[src/rtl/riscv_pkg.sv]
// Shared RV32I encodings for the pipeline stages.
// funct3 load/store codes and the MEM stage FSM states.
package riscv_pkg;

   localparam logic [2:0] F3_LB  = 3'b000;
   localparam logic [2:0] F3_LH  = 3'b001;
   localparam logic [2:0] F3_LW  = 3'b010;
   localparam logic [2:0] F3_LBU = 3'b100;
   localparam logic [2:0] F3_LHU = 3'b101;
   localparam logic [2:0] F3_SB  = 3'b000;
   localparam logic [2:0] F3_SH  = 3'b001;
   localparam logic [2:0] F3_SW  = 3'b010;

   localparam logic [0:0] ST_IDLE = 1'b0;
   localparam logic [0:0] ST_WAIT = 1'b1;

endpackage

[src/rtl/mem_stage_if.sv]
// Data-memory req/ready bus between the MEM stage and memory.
// master = MEM stage, slave = memory / bus bridge.
interface mem_stage_if;
   import riscv_pkg::*;

   logic        dmem_req;
   logic        dmem_we;
   logic [31:0] dmem_addr;
   logic [3:0]  dmem_be;
   logic [31:0] dmem_wdata;
   logic [31:0] dmem_rdata;
   logic        dmem_ready;

   modport master (
      output dmem_req, dmem_we, dmem_addr, dmem_be, dmem_wdata,
      input  dmem_rdata, dmem_ready
   );

   modport slave (
      input  dmem_req, dmem_we, dmem_addr, dmem_be, dmem_wdata,
      output dmem_rdata, dmem_ready
   );

endinterface

[src/rtl/mem_stage_load_extract.sv]
// Load lane select and sign/zero extension.
// Halfword lane uses addr[1] only, so odd halfwords read aligned.
module load_extract
   import riscv_pkg::*;
(
   input  logic [31:0] rdata,
   input  logic [1:0]  addr,
   input  logic [2:0]  funct3,
   output logic [31:0] data
);

   logic [31:0] byte_sh;
   logic [31:0] half_sh;
   logic [7:0]  b;
   logic [15:0] h;

   assign byte_sh = rdata >> {addr, 3'b000};
   assign half_sh = rdata >> {addr[1], 4'b0000};
   assign b = byte_sh[7:0];
   assign h = half_sh[15:0];

   // Size/sign select; unknown codes fall back to a full word.
   always_comb begin
      data = rdata;
      case (funct3)
         F3_LB:   data = {{24{b[7]}}, b};
         F3_LH:   data = {{16{h[15]}}, h};
         F3_LW:   data = rdata;
         F3_LBU:  data = {24'h0, b};
         F3_LHU:  data = {16'h0, h};
         default: data = rdata;
      endcase
   end

endmodule

[src/rtl/mem_stage.sv]
// RV32I MEM stage: load/store over req/ready, stall, MEM/WB register.
// Optional MISALIGN_TRAP_EN turns misaligned LH/LW/SH/SW into faults.
module mem_stage
   import riscv_pkg::*;
#(
   parameter int TIMEOUT_CYCLES = 16,
   parameter int TMO_W          = 5
)(
   input  logic        clk,
   input  logic        rst,
   input  logic        ex_valid,
   input  logic [31:0] ex_alu_result,
   input  logic [31:0] ex_rs2_data,
   input  logic        ex_mem_read,
   input  logic        ex_mem_write,
   input  logic [2:0]  ex_funct3,
   input  logic [4:0]  ex_rd,
   input  logic        ex_reg_write,
   mem_stage_if.master dmem,
   output logic        mem_stall,
   output logic        mem_wb_valid,
   output logic [31:0] mem_wb_result,
   output logic [4:0]  mem_wb_rd,
   output logic        mem_wb_reg_write,
   output logic        mem_fault,
   output logic [31:0] mem_fault_addr
);

   localparam logic [TMO_W-1:0] TMO_MAX = TMO_W'(TIMEOUT_CYCLES);

   logic [0:0]       state;
   logic [TMO_W-1:0] tmo_cnt;
   logic             memop;
   logic             is_load;
   logic             is_store;
   logic             misalign_block;
   logic             timeout;
   logic             req;
   logic             fault_now;
   logic [3:0]       be;
   logic [31:0]      wdata;
   logic [31:0]      load_data;

   assign memop    = ex_valid & (ex_mem_read | ex_mem_write);
   assign is_load  = memop & ex_mem_read;
   assign is_store = memop & ~ex_mem_read;

`ifdef MISALIGN_TRAP_EN
   assign misalign_block = memop &
      (((ex_funct3[1:0] == 2'b01) & ex_alu_result[0]) |
       ((ex_funct3[1:0] == 2'b10) & (|ex_alu_result[1:0])));
`else
   assign misalign_block = 1'b0;
`endif

   assign timeout = (state == ST_WAIT) & (tmo_cnt == TMO_MAX) &
                    ~dmem.dmem_ready;
   assign req       = ~rst & memop & ~misalign_block & ~timeout;
   assign mem_stall = req & ~dmem.dmem_ready;
   assign fault_now = timeout | misalign_block;

   // Byte enables and lane-replicated store data by access size.
   always_comb begin
      be    = 4'b1111;
      wdata = ex_rs2_data;
      case (ex_funct3[1:0])
         2'b00: begin
            be    = 4'b0001 << ex_alu_result[1:0];
            wdata = {4{ex_rs2_data[7:0]}};
         end
         2'b01: begin
            be    = 4'b0011 << {ex_alu_result[1], 1'b0};
            wdata = {2{ex_rs2_data[15:0]}};
         end
         default: begin
            be    = 4'b1111;
            wdata = ex_rs2_data;
         end
      endcase
   end

   assign dmem.dmem_req   = req;
   assign dmem.dmem_we    = req & is_store;
   assign dmem.dmem_addr  = req ? {ex_alu_result[31:2], 2'b00} : 32'h0;
   assign dmem.dmem_be    = req ? be : 4'h0;
   assign dmem.dmem_wdata = req ? wdata : 32'h0;

   load_extract u_load_extract (
      .rdata  (dmem.dmem_rdata),
      .addr   (ex_alu_result[1:0]),
      .funct3 (ex_funct3),
      .data   (load_data)
   );

   // Wait-state tracking; a request abandoned on timeout returns to IDLE.
   always_ff @(posedge clk) begin
      if (rst) begin
         state   <= ST_IDLE;
         tmo_cnt <= '0;
      end else begin
         unique case (state)
            ST_IDLE: begin
               if (mem_stall) begin
                  state   <= ST_WAIT;
                  tmo_cnt <= TMO_W'(1);
               end
            end
            ST_WAIT: begin
               if (dmem.dmem_ready | timeout) begin
                  state   <= ST_IDLE;
                  tmo_cnt <= '0;
               end else begin
                  tmo_cnt <= tmo_cnt + TMO_W'(1);
               end
            end
            default: begin
               state   <= ST_IDLE;
               tmo_cnt <= '0;
            end
         endcase
      end
   end

   // MEM/WB register: held while stalled, squashed on a fault.
   always_ff @(posedge clk) begin
      if (rst) begin
         mem_wb_valid     <= 1'b0;
         mem_wb_result    <= 32'h0;
         mem_wb_rd        <= 5'h0;
         mem_wb_reg_write <= 1'b0;
         mem_fault        <= 1'b0;
         mem_fault_addr   <= 32'h0;
      end else begin
         mem_fault <= fault_now;
         if (fault_now) begin
            mem_fault_addr   <= ex_alu_result;
            mem_wb_valid     <= 1'b0;
            mem_wb_reg_write <= 1'b0;
         end else if (!mem_stall) begin
            mem_wb_valid     <= ex_valid;
            mem_wb_rd        <= ex_rd;
            mem_wb_reg_write <= ex_valid & ex_reg_write & ~is_store;
            mem_wb_result    <= is_load ? load_data : ex_alu_result;
         end
      end
   end

endmodule

[src/flat_wrapper.sv]
// flat-port wrapper written by rule: the top's interface ports become plain ports
module mem_stage_flat import riscv_pkg::*;
#(
   parameter int TIMEOUT_CYCLES = 16,
   parameter int TMO_W          = 5
)
  (clk, rst, ex_valid, ex_alu_result, ex_rs2_data, ex_mem_read, ex_mem_write, ex_funct3, ex_rd, ex_reg_write, mem_stall, mem_wb_valid, mem_wb_result, mem_wb_rd, mem_wb_reg_write, mem_fault, mem_fault_addr, dmem_dmem_req, dmem_dmem_we, dmem_dmem_addr, dmem_dmem_be, dmem_dmem_wdata, dmem_dmem_rdata, dmem_dmem_ready);
  mem_stage_if dmem_i ();
  input  logic clk;
  input  logic rst;
  input  logic ex_valid;
  input  logic [31:0] ex_alu_result;
  input  logic [31:0] ex_rs2_data;
  input  logic ex_mem_read;
  input  logic ex_mem_write;
  input  logic [2:0] ex_funct3;
  input  logic [4:0] ex_rd;
  input  logic ex_reg_write;
  output logic mem_stall;
  output logic mem_wb_valid;
  output logic [31:0] mem_wb_result;
  output logic [4:0] mem_wb_rd;
  output logic mem_wb_reg_write;
  output logic mem_fault;
  output logic [31:0] mem_fault_addr;
  output wire logic [$bits(dmem_i.dmem_req)-1:0] dmem_dmem_req;
  output wire logic [$bits(dmem_i.dmem_we)-1:0] dmem_dmem_we;
  output wire logic [$bits(dmem_i.dmem_addr)-1:0] dmem_dmem_addr;
  output wire logic [$bits(dmem_i.dmem_be)-1:0] dmem_dmem_be;
  output wire logic [$bits(dmem_i.dmem_wdata)-1:0] dmem_dmem_wdata;
  input wire logic [$bits(dmem_i.dmem_rdata)-1:0] dmem_dmem_rdata;
  input wire logic [$bits(dmem_i.dmem_ready)-1:0] dmem_dmem_ready;
  assign dmem_dmem_req = dmem_i.dmem_req;
  assign dmem_dmem_we = dmem_i.dmem_we;
  assign dmem_dmem_addr = dmem_i.dmem_addr;
  assign dmem_dmem_be = dmem_i.dmem_be;
  assign dmem_dmem_wdata = dmem_i.dmem_wdata;
  assign dmem_i.dmem_rdata = dmem_dmem_rdata;
  assign dmem_i.dmem_ready = dmem_dmem_ready;
  mem_stage #(.TIMEOUT_CYCLES(TIMEOUT_CYCLES), .TMO_W(TMO_W)) u_core (.clk(clk), .rst(rst), .ex_valid(ex_valid), .ex_alu_result(ex_alu_result), .ex_rs2_data(ex_rs2_data), .ex_mem_read(ex_mem_read), .ex_mem_write(ex_mem_write), .ex_funct3(ex_funct3), .ex_rd(ex_rd), .ex_reg_write(ex_reg_write), .dmem(dmem_i), .mem_stall(mem_stall), .mem_wb_valid(mem_wb_valid), .mem_wb_result(mem_wb_result), .mem_wb_rd(mem_wb_rd), .mem_wb_reg_write(mem_wb_reg_write), .mem_fault(mem_fault), .mem_fault_addr(mem_fault_addr));
endmodule
[config.mk]
export PLATFORM = sky130hd
export DESIGN_NAME = mem_stage_flat
export DESIGN_NICKNAME = d
export VERILOG_FILES = /design/src/rtl/riscv_pkg.sv /design/src/rtl/mem_stage_if.sv /design/src/rtl/mem_stage_load_extract.sv /design/src/rtl/mem_stage.sv /design/src/flat_wrapper.sv
export SDC_FILE = /design/constraint.sdc
export NUM_CORES = 1
export LEC_CHECK = 0
export ABC_AREA = 1
export CAP_MARGIN = 20
export CORE_ASPECT_RATIO = 1.2
export CORE_MARGIN = 10
export CORE_UTILIZATION = 40
export DETAILED_ROUTE_END_ITERATION = 10
export GPL_TIMING_DRIVEN = 0
export PLACE_DENSITY = 0.82
export SETUP_SLACK_MARGIN = 0.15
export SLEW_MARGIN = 20
export SYNTH_ARGS = -nofsm -noshare
export SYNTH_HDL_FRONTEND = slang
export SYNTH_SLANG_ARGS = --single-unit
[constraint.sdc]
create_clock -name clk -period 2.95 [get_ports clk]
set_input_delay 0.295 -clock clk [delete_from_list [all_inputs] [get_ports clk]]
set_output_delay 0.295 -clock clk [all_outputs]
set_load 0.03 [all_outputs]
==> run_1/clock_map.png <==
The bar under the picture is 20 microns long.
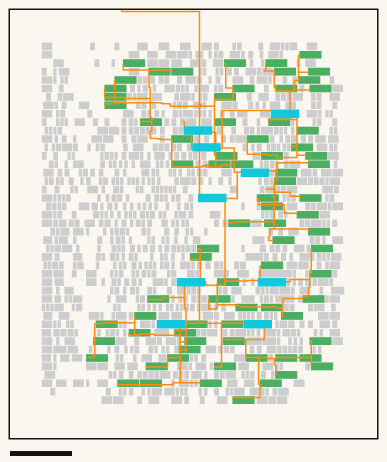
Key: green = flip-flops [count 78]; orange = clock wires [length 1050 microns]; cyan = cells driving clock nets [count 9]
There are 10 routed clock nets.

==> run_1/cell_classes.png <==
The bar under the picture is 20 microns long.
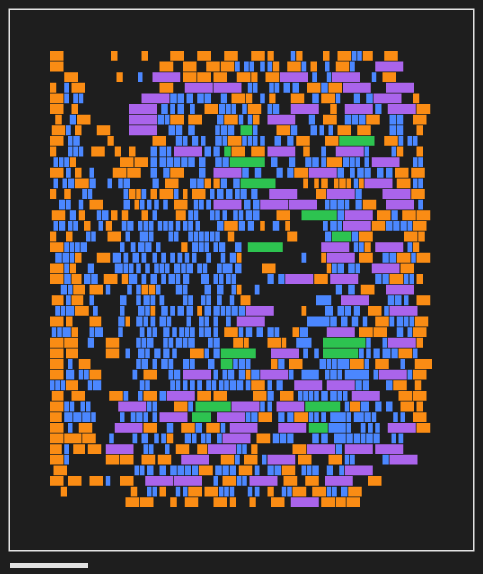
Key: purple = flip-flops [cells 78, share of their area 22%]; green = clock drivers and dummy loads [cells 16, share of their area 4.4%]; blue = all other logic [cells 645, share of their area 39%]; orange = other buffers and delay cells [cells 301, share of their area 35%]

==> impl_metrics.ini, run 1 <==
; synthesis and place-and-route metrics
[job]
maxCapViolCount = 0

[synth]
avgSynthCellArea_sq_um = 6.03
simple_gate_share = 0.353
mux_share = 0
ys_ff = 78
adder_share = 0.00537
ys_sh_xor = 0.00188
synthAoiAreaFrac = 0.174
ys_area_sq_um = 4660

[cells_and_area]
final_common_cell = clkdlybuf4s50_1
final.fill_count = 1098
regArea_sq_um = 1560
drive_gt1_frac = 0.111
final_nets = 1148
final_cell_count_no_fill = 1199
dominant_cells = combinational gates
area_growth_pct = 59.4
comb_area_sq_um = 2500
antennaDiodeCount = 2
comb_share = 0.337
flops = 78
comb_cells = 553

[status]
status = finished clean

[floorplan]
fp_util = 0.406
die_width_microns = 119
io_pins = 254
tapCellCount = 157

[global_routing]
grt.busiest_layer = met2
grt_max_degree = 14
grt-ovfl-total = 0
use_met2 = 0.433
grt_antenna_before_repair = 2

[final_timing]
hold_viol = 0
slew_viol_final = 0
relSlewSlack = 0.655
fin_tns_setup_ps = 0
setup_viol = 0

[setup_path]
required_ps = 2650
end_kind = primary output
crit_path_start_kind = flop
r2r_cells = 9
r2r-end = u_core.mem_wb_result[4]$_SDFFE_PP0P_
crit_family = buffers and inverters
cp_max_fo = 10
worst-path-buf-inv = 5
rrSetupSlack_ps = 1160
max_stage_delay_ps = 380
cp-endpoint = dmem_dmem_be[0]
arrival_ps = 2420
cp.depth = 11
crit_chain = inv_1, ha_1, nand3_1, nor2_4, nand2_4, inv_2, nor2_4, inv_2, buf_2, a21oi_1, clkbuf_2

[route]
drt-initial-drc-count = 564
met3_length_mm = 1.75
wl_met2_mm = 10.5

[clocking]
tritoncts = built
root_buffer = clkbuf_16
clk_latency_ps = 340
cts.sinks = 78

[power]
p_seq_frac = 0.356
p_leak_nw = 3.59
power_frac_comb = 0.267
p_per_area_nw_per_um2 = 424
power_frac_clock = 0.377
switching_share = 0.312

[hold_path]
hold_depth = 4
==> run_1/pdn.png <==
The bar under the picture is 20 microns long. Pins as bars on the die edge.
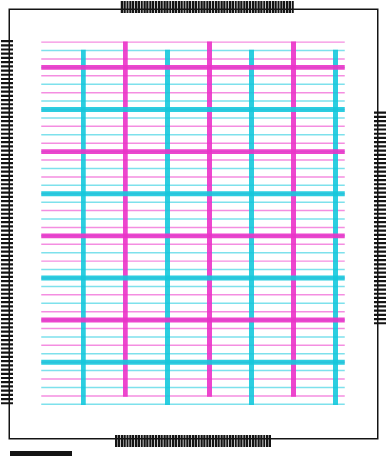
Key: cyan = VSS; magenta = VDD
8 straps on met5. The core has 43 rows.
vertical die size: 138 microns
core area: 11500 sq um

==> run_1/metal_stack.png <==
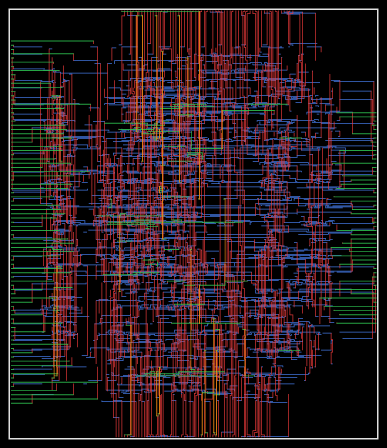
Key: red = met2 [wire length 10500 microns]; green = met3 [wire length 1750 microns]; blue = met1 [wire length 7930 microns]; orange = met4 [wire length 730 microns]
routed vias: 6140
DR WL/cell: 17.4 microns
GRT Total Usage: 0.240
DRT Wirelength: 20.9 mm

[run 1: sequential cells by signal, indices dropped and copies added, names as in the netlist]
register,flops
u_core.mem_fault,1
u_core.mem_wb_result,32
u_core.mem_wb_rd,5
u_core.mem_fault_addr,32
u_core.tmo_cnt,5
u_core.state,1
u_core.mem_wb_reg_write,1
u_core.mem_wb_valid,1
[run 1: metrics by stage]
stage	hold slack [ps]	util	power, mW	cell area (sq um)
floorplan	443	-	1.59	4660
global placement	451	0.641	2.00	7350
detailed placement	458	0.641	2.01	7350
CTS	287	0.663	3.15	7600
global route	306	0.648	3.26	7420
finish	291	0.648	3.15	7420
[run 1: power by group through the flow]
stage | clock network (mW) | registers, mW | logic [mW]
after floorplan | 0 | 1.23 | 0.362
after global placement | 0 | 1.14 | 0.858
after detailed placement | 0 | 1.14 | 0.864
after CTS | 1.19 | 1.12 | 0.843
after global routing | 1.23 | 1.13 | 0.904
final | 1.19 | 1.12 | 0.839
[run 1: synth_stat cells, drive strengths merged]
library cell / instances / area (sq um)
nand4: 3 / 18.8
o21ai: 75 / 390
clkbuf: 16 / 60.1
a21oi: 71 / 355
nand3: 96 / 493
or2: 3 / 18.8
conb: 1 / 3.75
xor2: 1 / 8.76
nor2: 133 / 517
a22oi: 1 / 7.51
dfxtp: 78 / 1560
o21bai: 1 / 7.51
buf: 35 / 198
ha: 2 / 25.0
inv: 91 / 344
o22ai: 8 / 50.1
clkinv: 1 / 3.75
nand2: 156 / 596
[run 1: repair_timing]
item / CTS / global route
pin swaps: 1 / 1
cloned: 0 / 1
gates resized: 71 / 106
endpoints found under the setup margin: 66 / 66
buffers inserted: 1 / 0
[run 1: tightest hold or removal path, stage by stage]
cell     delay, ps
buf_4          150
nor2_1          60
nand2_1         50
inv_1           30
==> run 2: changes to the inputs <==
--- a/config.mk
+++ b/config.mk
@@ -6,7 +6,6 @@
 export NUM_CORES = 1
 export LEC_CHECK = 0
 export ABC_AREA = 1
-export CAP_MARGIN = 20
 export CORE_ASPECT_RATIO = 1.2
 export CORE_MARGIN = 10
 export CORE_UTILIZATION = 40
==> run_2/pdn.png <==
The bar under the picture is 20 microns long. Pins as bars on the die edge.
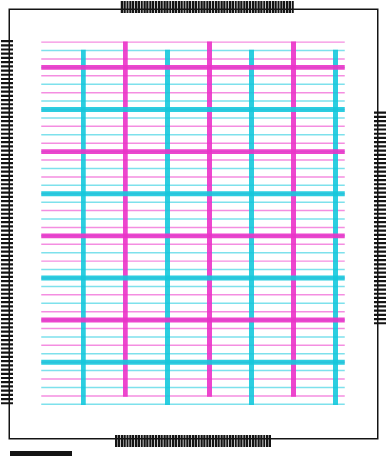
Key: magenta = VDD; cyan = VSS
44 met1 rails follow the rows. The core has 43 rows.

==> run_2/metal_stack.png <==
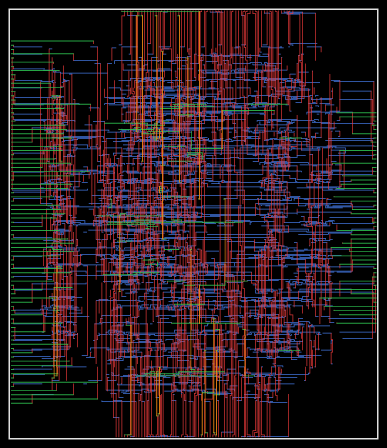
Key: green = met3 [wire length 1750 microns]; blue = met1 [wire length 7930 microns]; red = met2 [wire length 10500 microns]; orange = met4 [wire length 730 microns]

==> run 2 against run 1 <==
Effect of this change: clock skew is the same; non-clock buffer count is the same; largest power group unchanged; synthesized cell count did not move; largest cell class unchanged; cell area is the same.
==> impl_metrics.ini, run 2 <==
; synthesis and place-and-route metrics
[status]
status = finished clean

[clocking]
root_buffer = clkbuf_16
cts_resized = 71
post_cts_buffers = 1
clk_latency_ps = 340

[route]
routed_wl_mm = 20.9
routedWlPerCell_microns = 17.4
vias = 6140

[global_routing]
grt_antenna_before_repair = 2
track_usage = 0.240
grt_max_degree = 14

[setup_path]
r2r_cells = 9
end_kind = primary output
rrSetupSlack_ps = 1160
arrival_ps = 2420
required_ps = 2650
crit_path_start_kind = flop
r2r-end = u_core.mem_wb_result[4]$_SDFFE_PP0P_

[synth]
avgSynthCellArea_sq_um = 6.03
synth-edff-count = 0
mux_share = 0
adder_share = 0.00537
ys_top_cells_by_count = nand2_1 (154), nor2_1 (130), nand3_1 (95)
synthAoiAreaFrac = 0.174
ys_area_sq_um = 4660
most_common_cell = nand2_1
ys_sh_xor = 0.00188
area_leaders = dfxtp_1 (34%), nand2_1 (12%), nor2_1 (10%), nand3_1 (10%), a21oi_1 (7.6%)
ff_type = dfxtp_1
top_cell_area_share = 0.335
async_flop_share = 0
ys_ff = 78
simple_gate_share = 0.353

[power]
p_comb_mw = 0.839
clk-power_mw = 1.19
switching_share = 0.312
p_per_area_nw_per_um2 = 424
p_leak_nw = 3.59
power_mw = 3.15
power_frac_clock = 0.377

[cells_and_area]
area_growth_pct = 59.4
final_nets = 1148
final_cell_area_sq_um = 7420
final_common_cell = clkdlybuf4s50_1
fin_util = 0.648
drive_gt1_frac = 0.111

[final_timing]
relSlewSlack = 0.655
setup_viol = 0
fin_tns_setup_ps = 0
slew_viol_final = 0
hold_viol = 0
rsz0062_at_grt = true

[floorplan]
fp_util = 0.406
die_width_microns = 119
die_h_microns = 138

[job]
maxCapViolCount = 0

[placement]
placed_area_sq_um = 7350
==> run 2: worst max-delay path by stage <==
| stage | slack, ps | depth (start not counted) | to |
|---|---|---|---|
| final | 240 | 11 | dmem_dmem_be[0] |
| after floorplan | 750 | 10 | dmem_dmem_be[0] |
| after global routing | 90 | 11 | dmem_dmem_be[0] |
| after global placement | -130 | 9 | dmem_dmem_be[0] |
| after CTS | 20 | 11 | dmem_dmem_be[0] |
| after detailed placement | -120 | 9 | dmem_dmem_be[0] |
==> run 2: kinds of logic after synthesis <==
family,after synthesis
simple gates,391
compound gates,156
buf+inv,143
flops,78
fa+ha+maj,2
xor+xnor,1
other cells,1
==> run 2: per-stage QoR <==
| step | setup WS [ps] | cells | hold slack, ps |
|---|---|---|---|
| 3_3_place_gp | -130 | 1179 | 451 |
| 3_5_place_dp | -120 | 1179 | 458 |
| 6_report | 239 | 1199 | 291 |
| 2_1_floorplan | 749 | 773 | 443 |
| 5_1_grt | 91.6 | 1199 | 306 |
| 4_1_cts | 15.2 | 1196 | 287 |
==> run 2: final cells by class <==
class                   instances  area [sq um]
flip-flops and latches         78          1560
clock inverters                 4          52.6
inverters                      92           348
well taps                     157           196
repair buffers                250          2230
plain buffers                  51           258
clock buffers                  12           267
diodes                          2          5.00
multi-input cells             553          2500
fillers                      1098          4040
==> run 2: worst max-delay path, stage by stage, from the launching register on <==
cell,delay [ps]
dfxtp_1,380
inv_1,80
ha_1,200
nand3_1,120
nor2_4,80
nand2_4,120
inv_2,100
nor2_4,180
inv_2,110
buf_2,210
a21oi_1,230
clkbuf_2,260
==> run 2: routing by layer <==
layer	routed length, microns	vias to the layer above	GRT usage
li1	-	2998	-
met1	7930	2783	0.252
met2	10500	301	0.433
met3	1750	58	0.0766
met4	730	0	0.0959
met5	0	-	0
==> run 3: changes to the inputs <==
--- a/config.mk
+++ b/config.mk
@@ -8,10 +8,10 @@
 export ABC_AREA = 1
 export CORE_ASPECT_RATIO = 1.2
 export CORE_MARGIN = 10
-export CORE_UTILIZATION = 40
+export CORE_UTILIZATION = 42
 export DETAILED_ROUTE_END_ITERATION = 10
 export GPL_TIMING_DRIVEN = 0
-export PLACE_DENSITY = 0.82
+export PLACE_DENSITY = 0.86
 export SETUP_SLACK_MARGIN = 0.15
 export SLEW_MARGIN = 20
 export SYNTH_ARGS = -nofsm -noshare
==> run_3/metal_stack.png <==
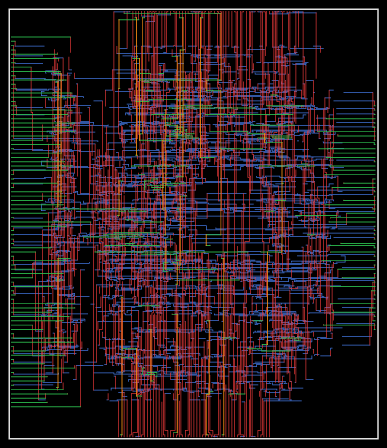
DR WL/cell: 17.7 microns
GRT Total Usage: 0.249

==> run_3/pdn.png <==
The bar under the picture is 20 microns long. Pins as bars on the die edge.
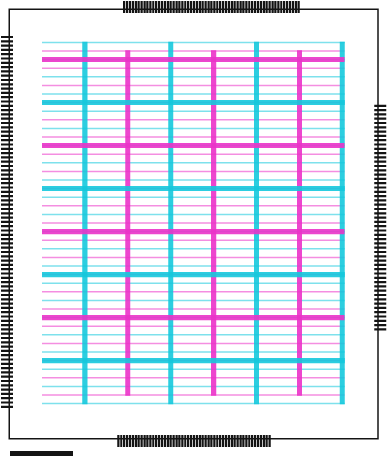
core area: 10900 sq um
Die W: 116 microns
vertical die size: 135 microns
VDD IR-drop max: 0.000248 V

==> run 3 against run 2 <==
Effect of this change: via count up 1.2%; hold slack better by 7.2 ps; maximum frequency is 0.94% higher; largest power group is now registers.
==> impl_metrics.ini, run 3 <==
; synthesis and place-and-route metrics
[final_timing]
slew_viol_final = 0
hold_viol = 0
fin_hold_ws_ps = 298
relSlewSlack = 0.648
fin_tns_setup_ps = 0
rsz0062_at_grt = false
final.setup.worst_slack_ps = 264
setup_viol = 0

[power]
p_leak_nw = 3.53
p_per_area_nw_per_um2 = 420
switching_share = 0.307
p_comb_mw = 0.838
clk-power_mw = 1.12
power_mw = 3.08
power_frac_clock = 0.364

[cells_and_area]
fin_util = 0.672
drive_gt1_frac = 0.112
final_nets = 1147
final_common_cell = clkdlybuf4s50_1
area_growth_pct = 57.7

[route]
met1_length_mm = 7.52
top_layer_used = met4
routed_wl_mm = 20.8
vias = 6211
wl_met2_mm = 10.4
met3_length_mm = 2.00

[synth]
synth-edff-count = 0
most_common_cell = nand2_1
area_leaders = dfxtp_1 (34%), nand2_1 (12%), nor2_1 (10%), nand3_1 (10%), a21oi_1 (7.6%)
ys_top_cells_by_count = nand2_1 (154), nor2_1 (130), nand3_1 (95)
top_cell_area_share = 0.335
ys_area_sq_um = 4660
avgSynthCellArea_sq_um = 6.03
async_flop_share = 0
ff_type = dfxtp_1
ys_ff = 78

[placement]
dpl.cell_count = 1154
dp_slack_ps = -33.9

[job]
maxCapViolCount = 0

[global_routing]
use_met2 = 0.451
gr-usage-met1 = 0.259
met3_usage = 0.0718
grt_antenna_before_repair = 1
grt.busiest_layer = met2

[setup_path]
r2r-end = u_core.mem_wb_result[6]$_SDFFE_PP0P_
crit_path_start_kind = flop
rrSetupSlack_ps = 1110
end_kind = primary output
cp-endpoint = dmem_dmem_wdata[31]
r2r_cells = 9

[clocking]
clk_latency_ps = 330
tritoncts = built

[floorplan]
fp_util = 0.426

[status]
status = finished clean
[run 3: kinds of logic (layout without fill, tap and decap cells)]
family | Yosys count | count (layout) | synth area share
simple gates | 391 | 392 | 0.353
compound gates | 156 | 156 | 0.174
buf+inv | 143 | 408 | 0.130
flops | 78 | 78 | 0.335
fa+ha+maj | 2 | 2 | 0.00537
other cells | 1 | 3 | 0.000805
xor+xnor | 1 | 1 | 0.00188
[run 3: final cells by class]
class	instances	area (sq um)
Antenna cell	1	2.50
Tap cell	132	165
Sequential cell	78	1560
Clock buffer	13	260
Buffer	51	258
Clock inverter	3	42.5
Timing Repair Buffer	249	2210
Multi-Input combinational cell	553	2500
Inverter	92	348
Fill cell	1003	3580
[run 3: worst min-delay path by stage]
stage | endpoint | slack, ps | cells past startpoint
after floorplan | u_core.mem_wb_valid$_SDFFE_PP0N_ | 440 | 2
after global placement | u_core.mem_wb_result[9]$_SDFFE_PP0P_ | 450 | 2
after detailed placement | u_core.mem_wb_valid$_SDFFE_PP0N_ | 460 | 2
after CTS | u_core.mem_wb_result[5]$_SDFFE_PP0P_ | 300 | 4
after global routing | u_core.mem_wb_result[2]$_SDFFE_PP0P_ | 310 | 4
final | u_core.mem_wb_result[3]$_SDFFE_PP0P_ | 300 | 4
[run 3: critical path, stage by stage (launching register included)]
cell and delay, ps:
dfxtp_1 390, inv_1 80, ha_1 190, nand3_1 120, nor2_4 70, nand2_4 120, inv_2 100, nor2_4 210
o21ai_0 150, nor2_1 210, clkdlybuf4s15_1 410
[run 3: what timing repair did]
item	CTS	global route
setup endpoints to repair	66	61
setup buffers	0	0
gates resized	74	112
cloned	0	1
hold buffers	0	0
pin swaps	0	1
Power figures rest on the tool's default switching activity, not on a simulated workload.
